Run 1, M4 wires:
The bar under the picture is 20 um long. Supply wires on this layer in grey.
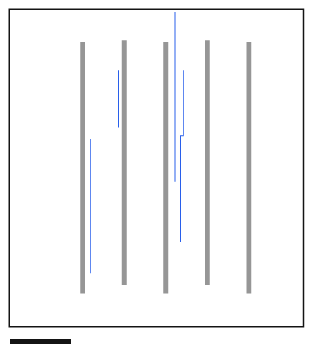
Run 1, routed clock nets over the placement:
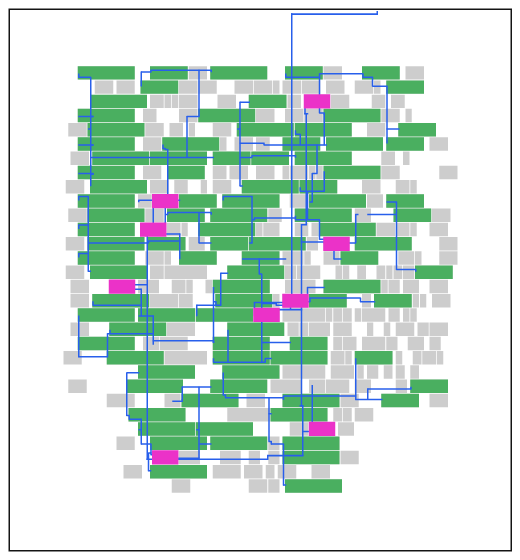
Run 1, routed metal per tile:
The bar under the picture is 20 um long. 19 x 21 tiles, from dark purple (low) to yellow (high), scaled to the fullest tile. Values are wire area over tile area, all layers added.
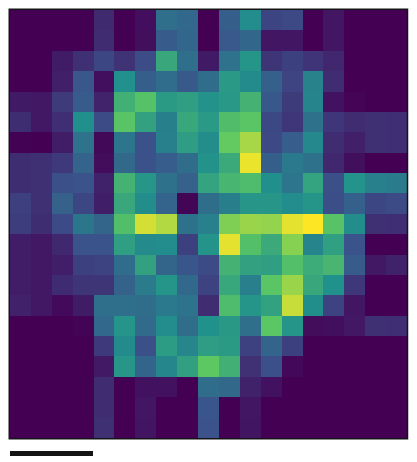
<file path="src/rtl/fp_int_serial_feeder.sv">
// Bit-serial transmit feeder: buffers {FP16 activation, packed weight, precision}
// operand pairs in a small FIFO and replays each as an MSB-first weight bit stream.
module fp_int_serial_feeder #(
    parameter int ACT_WIDTH     = 16,
    parameter int MAX_PRECISION = 8,
    parameter int DEPTH         = 2
) (
    input  logic                     clk,
    input  logic                     rst,
    input  logic                     in_valid,
    output logic                     in_ready,
    input  logic [ACT_WIDTH-1:0]     in_act,
    input  logic [MAX_PRECISION-1:0] in_w,
    input  logic [3:0]               in_precision,
    output logic [ACT_WIDTH-1:0]     out_act,
    output logic                     out_w,
    output logic                     out_valid,
    output logic                     out_last,
    output logic                     busy
);
    localparam int AW = $clog2(DEPTH);
    localparam logic [3:0] MAXP = 4'(MAX_PRECISION);
    localparam logic [AW:0] FULL = (AW + 1)'(DEPTH);

    typedef enum logic {IDLE, SHIFT} state_t;

    logic [ACT_WIDTH-1:0]     act_mem_q  [DEPTH];
    logic [MAX_PRECISION-1:0] w_mem_q    [DEPTH];
    logic [3:0]               prec_mem_q [DEPTH];
    logic [AW-1:0]            wr_ptr_q, rd_ptr_q;
    logic [AW:0]              count_q, count_d;

    state_t                   state_q, state_d;
    logic [3:0]               cnt_q, cnt_d;
    logic [MAX_PRECISION-1:0] sreg_q, sreg_d;
    logic [ACT_WIDTH-1:0]     out_act_q, out_act_d;
    logic                     out_w_q, out_w_d;
    logic                     out_valid_q, out_valid_d;
    logic                     out_last_q, out_last_d;

    logic                     push, pop, fifo_empty;
    logic [3:0]               prec_in;
    logic [MAX_PRECISION-1:0] shifted;

    // Zero or out-of-range precision means a full-width word.
    assign prec_in    = (in_precision == 4'd0 || in_precision > MAXP) ? MAXP : in_precision;
    assign in_ready   = (count_q != FULL);
    assign fifo_empty = (count_q == '0);
    assign push       = in_valid & in_ready;
    assign count_d    = count_q + {{AW{1'b0}}, push} - {{AW{1'b0}}, pop};

    always_comb begin
        state_d     = state_q;
        cnt_d       = cnt_q;
        sreg_d      = sreg_q;
        out_act_d   = out_act_q;
        out_w_d     = 1'b0;
        out_valid_d = 1'b0;
        out_last_d  = 1'b0;
        pop         = 1'b0;
        shifted     = '0;
        if (state_q == SHIFT && cnt_q != 4'd0) begin
            cnt_d       = cnt_q - 4'd1;
            shifted     = sreg_q >> cnt_d;
            out_w_d     = shifted[0];
            out_valid_d = 1'b1;
            out_last_d  = (cnt_d == 4'd0);
        end else if (!fifo_empty) begin
            // Idle or finishing bit 0: pop the head so words stream without a gap.
            pop         = 1'b1;
            state_d     = SHIFT;
            sreg_d      = w_mem_q[rd_ptr_q];
            cnt_d       = prec_mem_q[rd_ptr_q] - 4'd1;
            out_act_d   = act_mem_q[rd_ptr_q];
            shifted     = w_mem_q[rd_ptr_q] >> cnt_d;
            out_w_d     = shifted[0];
            out_valid_d = 1'b1;
            out_last_d  = (cnt_d == 4'd0);
        end else begin
            state_d = IDLE;
        end
    end

    always_ff @(posedge clk) begin
        if (!rst) begin
            wr_ptr_q    <= '0;
            rd_ptr_q    <= '0;
            count_q     <= '0;
            state_q     <= IDLE;
            cnt_q       <= '0;
            out_act_q   <= '0;
            out_w_q     <= 1'b0;
            out_valid_q <= 1'b0;
            out_last_q  <= 1'b0;
        end else begin
            count_q     <= count_d;
            state_q     <= state_d;
            cnt_q       <= cnt_d;
            out_act_q   <= out_act_d;
            out_w_q     <= out_w_d;
            out_valid_q <= out_valid_d;
            out_last_q  <= out_last_d;
            if (push) wr_ptr_q <= wr_ptr_q + 1'b1;
            if (pop)  rd_ptr_q <= rd_ptr_q + 1'b1;
        end
    end

    always_ff @(posedge clk) begin
        sreg_q <= sreg_d;
        if (push) begin
            act_mem_q[wr_ptr_q]  <= in_act;
            w_mem_q[wr_ptr_q]    <= in_w;
            prec_mem_q[wr_ptr_q] <= prec_in;
        end
    end

    assign out_act   = out_act_q;
    assign out_w     = out_w_q;
    assign out_valid = out_valid_q;
    assign out_last  = out_last_q;
    assign busy      = !fifo_empty || (state_q == SHIFT);
endmodule

</file>
<file path="config.mk">
export PLATFORM = sky130hd
export DESIGN_NAME = fp_int_serial_feeder
export DESIGN_NICKNAME = d
export VERILOG_FILES = /design/src/rtl/fp_int_serial_feeder.sv
export SDC_FILE = /design/constraint.sdc
export NUM_CORES = 1
export LEC_CHECK = 0
export CAP_MARGIN = 15
export CORE_ASPECT_RATIO = 1.1
export CORE_MARGIN = 10
export CORE_UTILIZATION = 58
export DETAILED_ROUTE_END_ITERATION = 6
export PLACE_DENSITY = 0.84
export REMOVE_ABC_BUFFERS = 1
export SKIP_CTS_REPAIR_TIMING = 1
export SKIP_LAST_GASP = 1
export SLEW_MARGIN = 20
export SYNTH_ARGS = -nofsm -noshare
export SYNTH_HDL_FRONTEND = slang
export SYNTH_SLANG_ARGS = --single-unit
</file>
<file path="constraint.sdc">
create_clock -name clk -period 8 [get_ports clk]
set_clock_uncertainty 0.05 [all_clocks]
set_input_delay 2 -clock clk [delete_from_list [all_inputs] [get_ports clk]]
set_output_delay 2 -clock clk [all_outputs]
set_load 0.005 [all_outputs]
</file>
==> flow_summary.ini, run 1 <==
; flow metrics
[run_status]
status = completed

[finish]
signal_buffers = 53
finalInstanceArea_sq_um = 4390

[synthesis]
synth-async-reset-ratio_pct = 0
yosys.cell_types.count = 43
top_cell = edfxtp_1
top_area_share_pct = 52.7
simple_gate_share_pct = 6.66

[floorplanning]
dieArea_sq_um = 9860
fp_util_pct = 59.2
die_h_um = 103

[worst_setup_path]
r2r-start = cnt_q[0]$_SDFFE_PN0P_
reg2reg_to = count_q[1]$_SDFF_PN0_

[power_and_ir_drop]
peakVddDrop_uv = 237
sw_frac_of_total_pct = 33.2
combPwrFrac_pct = 34.5

[timing]
tightest_slew_ns = 0.956
tns_ns = 0
setup_viol = 0

[grt]
grt_max_degree = 44

[clock_tree]
cts_root_buffer = clkbuf_8
htreeDepth = 3
## Picture notes: 'M4 wires'
wire length on this layer = 174 um
main direction = vertical
via count: 2107
Total Wirelength: 6.63 mm

## Picture notes: 'routed clock nets over the placement'
blue -> clock wires  # length 966 um
magenta -> clock-net drivers  # count 9
green -> flip-flops  # count 93
routed clock nets = 10
Clk. pwr: 287 uW
clock network fraction of total power: 18.1%
clk latency late pin: 0.36 ns

## Picture notes: 'routed metal per tile'
mean over tiles = 0.11
fullest tile = 0.42
densest ninth of the die = middle
tiles over half the peak = 19%
nearly empty tiles = 27%
total track usage: 14.1%
DR WL/cell: 17.4 um

-- run 1: power groups by stage --
stage / logic, uW / clock network [uW] / registers, uW
6_report: 546 / 287 / 749
5_1_grt: 604 / 312 / 764
4_1_cts: 552 / 293 / 750
3_5_place_dp: 547 / 0 / 761
3_3_place_gp: 523 / 0 / 752
2_1_floorplan: 344 / 0 / 742
-- run 1: sequential cells by signal, indices dropped and copies added (netlist names), named ones only --
name        count
act_mem_q      32
w_mem_q        16
out_w           1
cnt_q           4
sreg_q          8
wr_ptr_q        1
count_q         2
out_last        1
state_q         1
out_valid       1
out_act        16
rd_ptr_q        1
prec_mem_q      8
-- run 1: cell usage in the layout, fill, tap and decap left out, types with 2 or more instances in the layout --
cell type | synthesis | final
a211oi_1 | 17 | 17
nor3_1 | 2 | 2
xnor2_1 | 2 | 2
ha_1 | 6 | 6
inv_1 | 3 | 3
inv_6 | 0 | 2
nor2_1 | 25 | 24
nor2b_1 | 3 | 3
or3_1 | 4 | 4
nand2b_1 | 3 | 3
mux2_1 | 3 | 3
a21oi_1 | 6 | 6
inv_2 | 3 | 3
mux4_2 | 4 | 4
clkinv_4 | 0 | 2
o21ai_0 | 3 | 3
buf_4 | 2 | 2
mux2_4 | 5 | 5
nand2_1 | 8 | 8
clkdlybuf4s50_1 | 0 | 51
mux2i_1 | 20 | 20
clkinv_1 | 1 | 2
o21ai_1 | 3 | 3
xor2_1 | 4 | 4
edfxtp_1 | 64 | 64
dfxtp_1 | 29 | 29
clkbuf_8 | 0 | 9
-- run 1: worst max-delay path: stages, from the launching register on --
cell and delay (ns):
dfxtp_1 0.38, or3_1 0.41, clkdlybuf4s50_1 0.46
Run 1, placement view:
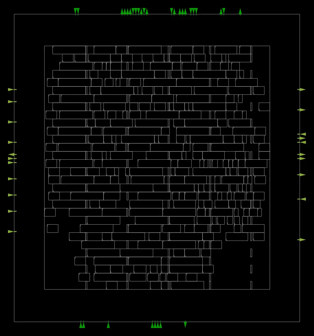

==> run 2: changes to the inputs <==
Settings changed: CORE_UTILIZATION 58 to 48, PLACE_DENSITY 0.84 to 0.74.
Clock period 8 ns to 3.25 ns, I/O delays scaled along.
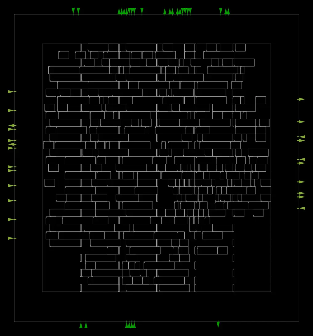
Run 2: placement view
number of cell rows: 33
fill cell count: 593
Finished Layout Cells: 391

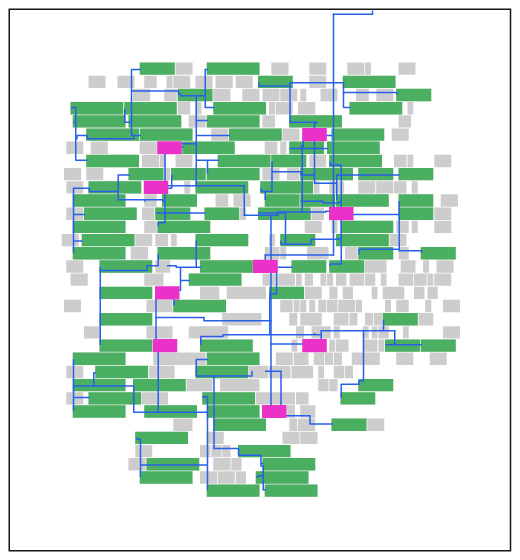
Run 2: routed clock nets over the placement
clock network fraction of total power: 19.7%
clk latency late pin: 0.35 ns
Clk. pwr: 784 uW

==> run 2 against run 1 <==
Clock power increased to 2.7 times the previous value. Critical path type is now reg2reg. Global-route usage is 2.1 points lower. Total power rose to 2.5 times the previous value. Synthesized area unchanged. Count of clock-buffer cells in the layout stayed put. Core utilization decreased by 12 points. Synthesized cell count is the same. Non-clock buffer count up 2. Worst hold slack worse by 0.0013 ns. Sequential power rose by 140%. Setup slack got worse by 3.6 ns. Combinational power rose to 2.5 times the previous value.
==> flow_summary.ini, run 2 <==
; flow metrics
[run_status]
status = completed

[grt]
grt_pass1_wl_mm = 10.9
grt_max_degree = 43
grt_usage_pct = 12.0

[drt]
drt-total-wl_mm = 6.60
dr_total_vias = 2163
drt-wirelength-per-cell_um = 16.9
drt_pass1_iterations = 4

[clock_tree]
htreeDepth = 3
cts_root_buffer = clkbuf_8

[floorplanning]
fp_util_pct = 49.0
dieArea_sq_um = 11500
io_pins = 52
die_h_um = 111

[timing]
setup_viol = 0
finalWorstSetupSlack_ns = 0.702
tightest_slew_ns = 1.04
min_period_ns = 2.55
tns_ns = 0
finalHoldViolCount = 0
max_freq_mhz = 392

[power_and_ir_drop]
p_seq_uw = 1830
combPwrFrac_pct = 34.4
sw_frac_of_total_pct = 32.3
power_leader = sequential cells
peakVddDrop_uv = 403
comb-power_uw = 1370

[run]
tool_warnings = 27

[worst_setup_path]
cp_max_fo = 7
r2r-start = cnt_q[0]$_SDFFE_PN0P_
reg2reg_to = count_q[1]$_SDFF_PN0_
end_kind = flip-flop
required_ns = 3.43

[synthesis]
ys.flops = 93
synth-async-reset-ratio_pct = 0
top_cell = edfxtp_1
synthesis.area_sq_um = 3640
yosys.cell_types.count = 43
top_area_share_pct = 52.7

[min_path]
min_path_type = reg2reg

[finish]
finalInstanceArea_sq_um = 4440
largest_register_ffs = 32
layout_top_cell = edfxtp_1
regMostFlops = act_mem_q
area_delta_synth_final_pct = 21.8
layout_top_cells = edfxtp_1, clkdlybuf4s50_1, dfxtp_1
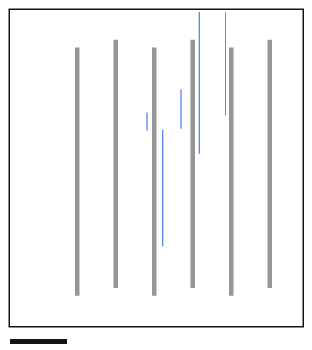
Run 2: M4 wires
The bar under the picture is 20 um long. Supply wires on this layer in grey.
longest straight run = 49.6 um
wire length on this layer = 146 um
share of all routed wire = 2.2%
nets with wire on the layer = 3
main direction = vertical

## run 2: cell counts after synthesis
Identical to the previous run, type by type.
## run 2: logic make-up (layout without fill, tap and decap cells)
group                      count (synthesis)  after routing  synth area share, %
xor gates and xnor gates                   6              6                 1.44
AOI/OAI and AO/OA                         35             35                 6.83
adders and majority gates                  6              6                 2.06
buffers and inverters                     16             78                 2.44
muxes                                     34             34                 11.9
DFF                                       93             93                 68.7
and+or+nand+nor                           52             52                 6.66
## run 2: how the worst max path moves through the flow
stage / from / end / slack [ns] / cells past startpoint
after floorplan: in_valid / act_mem_q[0][0]$_DFFE_PP_ / 0.69 / 2
after global placement: in_valid / count_q[1]$_SDFF_PN0_ / 0.85 / 8
after detailed placement: cnt_q[0]$_SDFFE_PN0P_ / count_q[1]$_SDFF_PN0_ / 0.69 / 12
after CTS: cnt_q[0]$_SDFFE_PN0P_ / count_q[1]$_SDFF_PN0_ / 0.67 / 12
after global routing: cnt_q[0]$_SDFFE_PN0P_ / count_q[1]$_SDFF_PN0_ / 0.40 / 12
final: cnt_q[0]$_SDFFE_PN0P_ / count_q[1]$_SDFF_PN0_ / 0.70 / 12
## run 2: final cells by class
class | count | area (sq um)
Fill cell | 593 | 2990
Sequential cell | 93 | 2500
Multi-Input combinational cell | 133 | 1050
Timing Repair Buffer | 55 | 541
Clock buffer | 9 | 124
Tap cell | 87 | 109
Clock inverter | 7 | 81.3
Inverter | 7 | 26.3
## run 2: critical path: stages, from the launching register on
cell	delay, ns
dfxtp_1	0.49
clkinv_1	0.17
ha_1	0.26
nand2b_1	0.18
o21ai_2	0.13
o21ai_1	0.20
inv_2	0.06
ha_1	0.29
inv_1	0.05
ha_1	0.15
xor2_1	0.18
xnor2_1	0.14
nor2_1	0.05
Run 2, register map, names as in the netlist:
Other sequential cells in the stronger grey, the rest of the logic in the fainter grey.
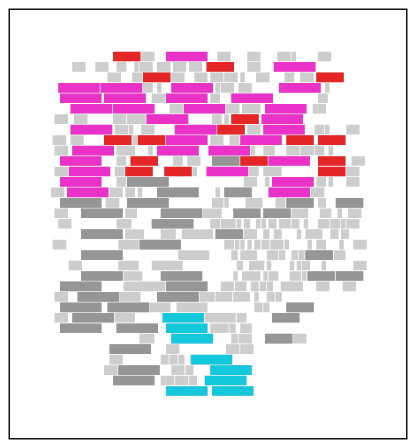

==> run 3: changes to the inputs <==
Clock period 3.25 ns to 2.2 ns, I/O delays scaled along.
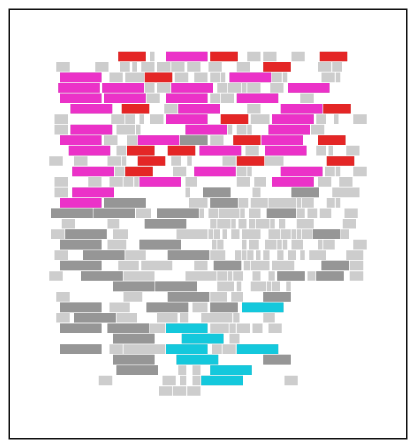
Run 3: register map, names as in the netlist
Other sequential cells in the stronger grey, the rest of the logic in the fainter grey.
magenta -> `act_mem_q`  # sequential cells 32
cyan -> `prec_mem_q`  # sequential cells 8, where bottom middle
red -> `out_act`  # sequential cells 16
not coloured = 37
final core utilization: 61.0%
seq pwr: 2620 uW
Reg area: 2500 sq um
fraction of area in registers: 55.2%

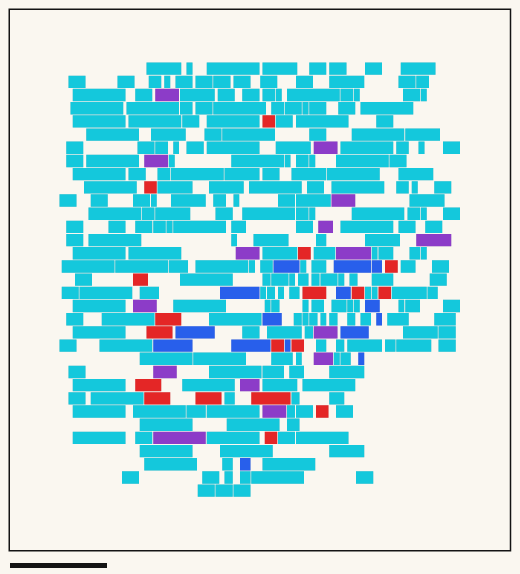
Run 3: sizing map
The bar under the picture is 20 um long.
blue -> x2  # cells 15
cyan -> x1 and smaller  # cells 263
red -> x3 and x4  # cells 18
purple -> x6 and larger  # cells 15
Non-CTS buffers: 62
Finished Cell Area: 4530 sq um
P&R area growth vs syn: 24.4%
final worst slack: 0.140 ns

==> run 3 against run 2 <==
Final cell count up 1.8%. Setup slack worse by 0.56 ns. Core utilization up 1.3 points. First-iteration DRC count up 55%. Count of clock-buffer cells in the layout unchanged. Final area up 2.1%. Combinational power up about 60%. Die size unchanged. Critical path depth down 10. Critical path type is now reg2out. Critical endpoint is now in_ready. Highest routed layer unchanged.
==> flow_summary.ini, run 3 <==
; flow metrics
[run_status]
status = completed

[power_and_ir_drop]
peakVddDrop_uv = 612

[run]
tool_warnings = 28

[worst_setup_path]
cp_max_fo = 5
worstSetupEndpoint = in_ready
r2r-start = cnt_q[1]$_SDFFE_PN0P_

[floorplanning]
io_pins = 52
die_h_um = 111
dieArea_sq_um = 11500

[synthesis]
top_cell = edfxtp_1
synth-async-reset-ratio_pct = 0
yosys.cell_types.count = 43
synthesis.area_sq_um = 3640

[drt]
drt-wirelength-per-cell_um = 15.6

[finish]
stdcell_count = 398
nFillCells = 585

[timing]
min_period_ns = 2.06
setup_viol = 0
finalHoldViolCount = 0

[clock_tree]
clk_latency_ns = 0.36

[min_path]
min_path_type = reg2reg
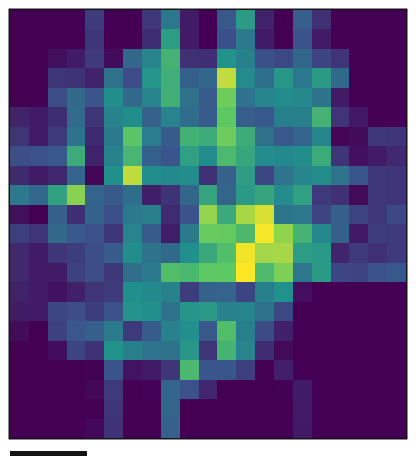
Run 3: routed metal per tile
The bar under the picture is 20 um long. 21 x 22 tiles, from dark purple (low) to yellow (high), scaled to the fullest tile. Values are wire area over tile area, all layers added.
Total Wirelength: 6.22 mm
via count: 2105

run 3: final cells by class:
class	count	area (sq um)	share of cell area, %
sequential	93	2500	55.2
multi-input combinational	133	1070	23.6
tap	87	109	2.40
inverter	7	26.3	0.580
clock buffer	9	124	2.73
clock inverter	7	81.3	1.79
timing repair buffer	62	621	13.7
run 3: per-stage QoR:
stage          TNS [ns]  util, %  power [uW]  setup WS [ns]  hold slack, ns
6_report              0     61.0        5970          0.140           0.448
5_1_grt         -0.0616     61.0        6390        -0.0616           0.486
4_1_cts         -0.0809     60.8        6010        -0.0428           0.453
3_5_place_dp    -0.0163     58.0        4850        -0.0163           0.440
3_3_place_gp          0     58.0        4800         0.0864           0.437
2_1_floorplan     -3.24        -        3950         -0.353           0.443
run 3: cells by family (layout without fill, tap and decap cells):
logic type / after synthesis / count (layout) / share of synthesized area, %
xor gates and xnor gates: 6 / 6 / 1.44
muxes: 34 / 34 / 11.9
DFF: 93 / 93 / 68.7
and+or+nand+nor: 52 / 52 / 6.66
buffers and inverters: 16 / 85 / 2.44
AOI/OAI and AO/OA: 35 / 35 / 6.83
adders and majority gates: 6 / 6 / 2.06
run 3: report_power, final:
part | leakage (uW) | total (uW) | switching (uW) | internal [uW]
Sequential | 0.000840 | 2620 | 246 | 2370
Combinational | 0.000672 | 2190 | 1030 | 1170
Clock | 0.000101 | 1150 | 611 | 543
run 3: per-layer routing:
| layer | global-route usage (%) | vias up | share of wire (%) |
|---|---|---|---|
| li1 | - | 1038 | - |
| met5 | 0 | - | 0 |
| met2 | 18.3 | 36 | 50 |
| met3 | 3.28 | 9 | 4.0 |
| met1 | 13.4 | 1022 | 44 |
| met4 | 5.66 | 0 | 1.9 |
run 3: critical path: stages, from the launching register on:
cell,delay (ns)
dfxtp_1,0.42
nand2b_1,0.16
clkdlybuf4s50_1,0.51
Power is estimated from default activity; no workload was simulated.
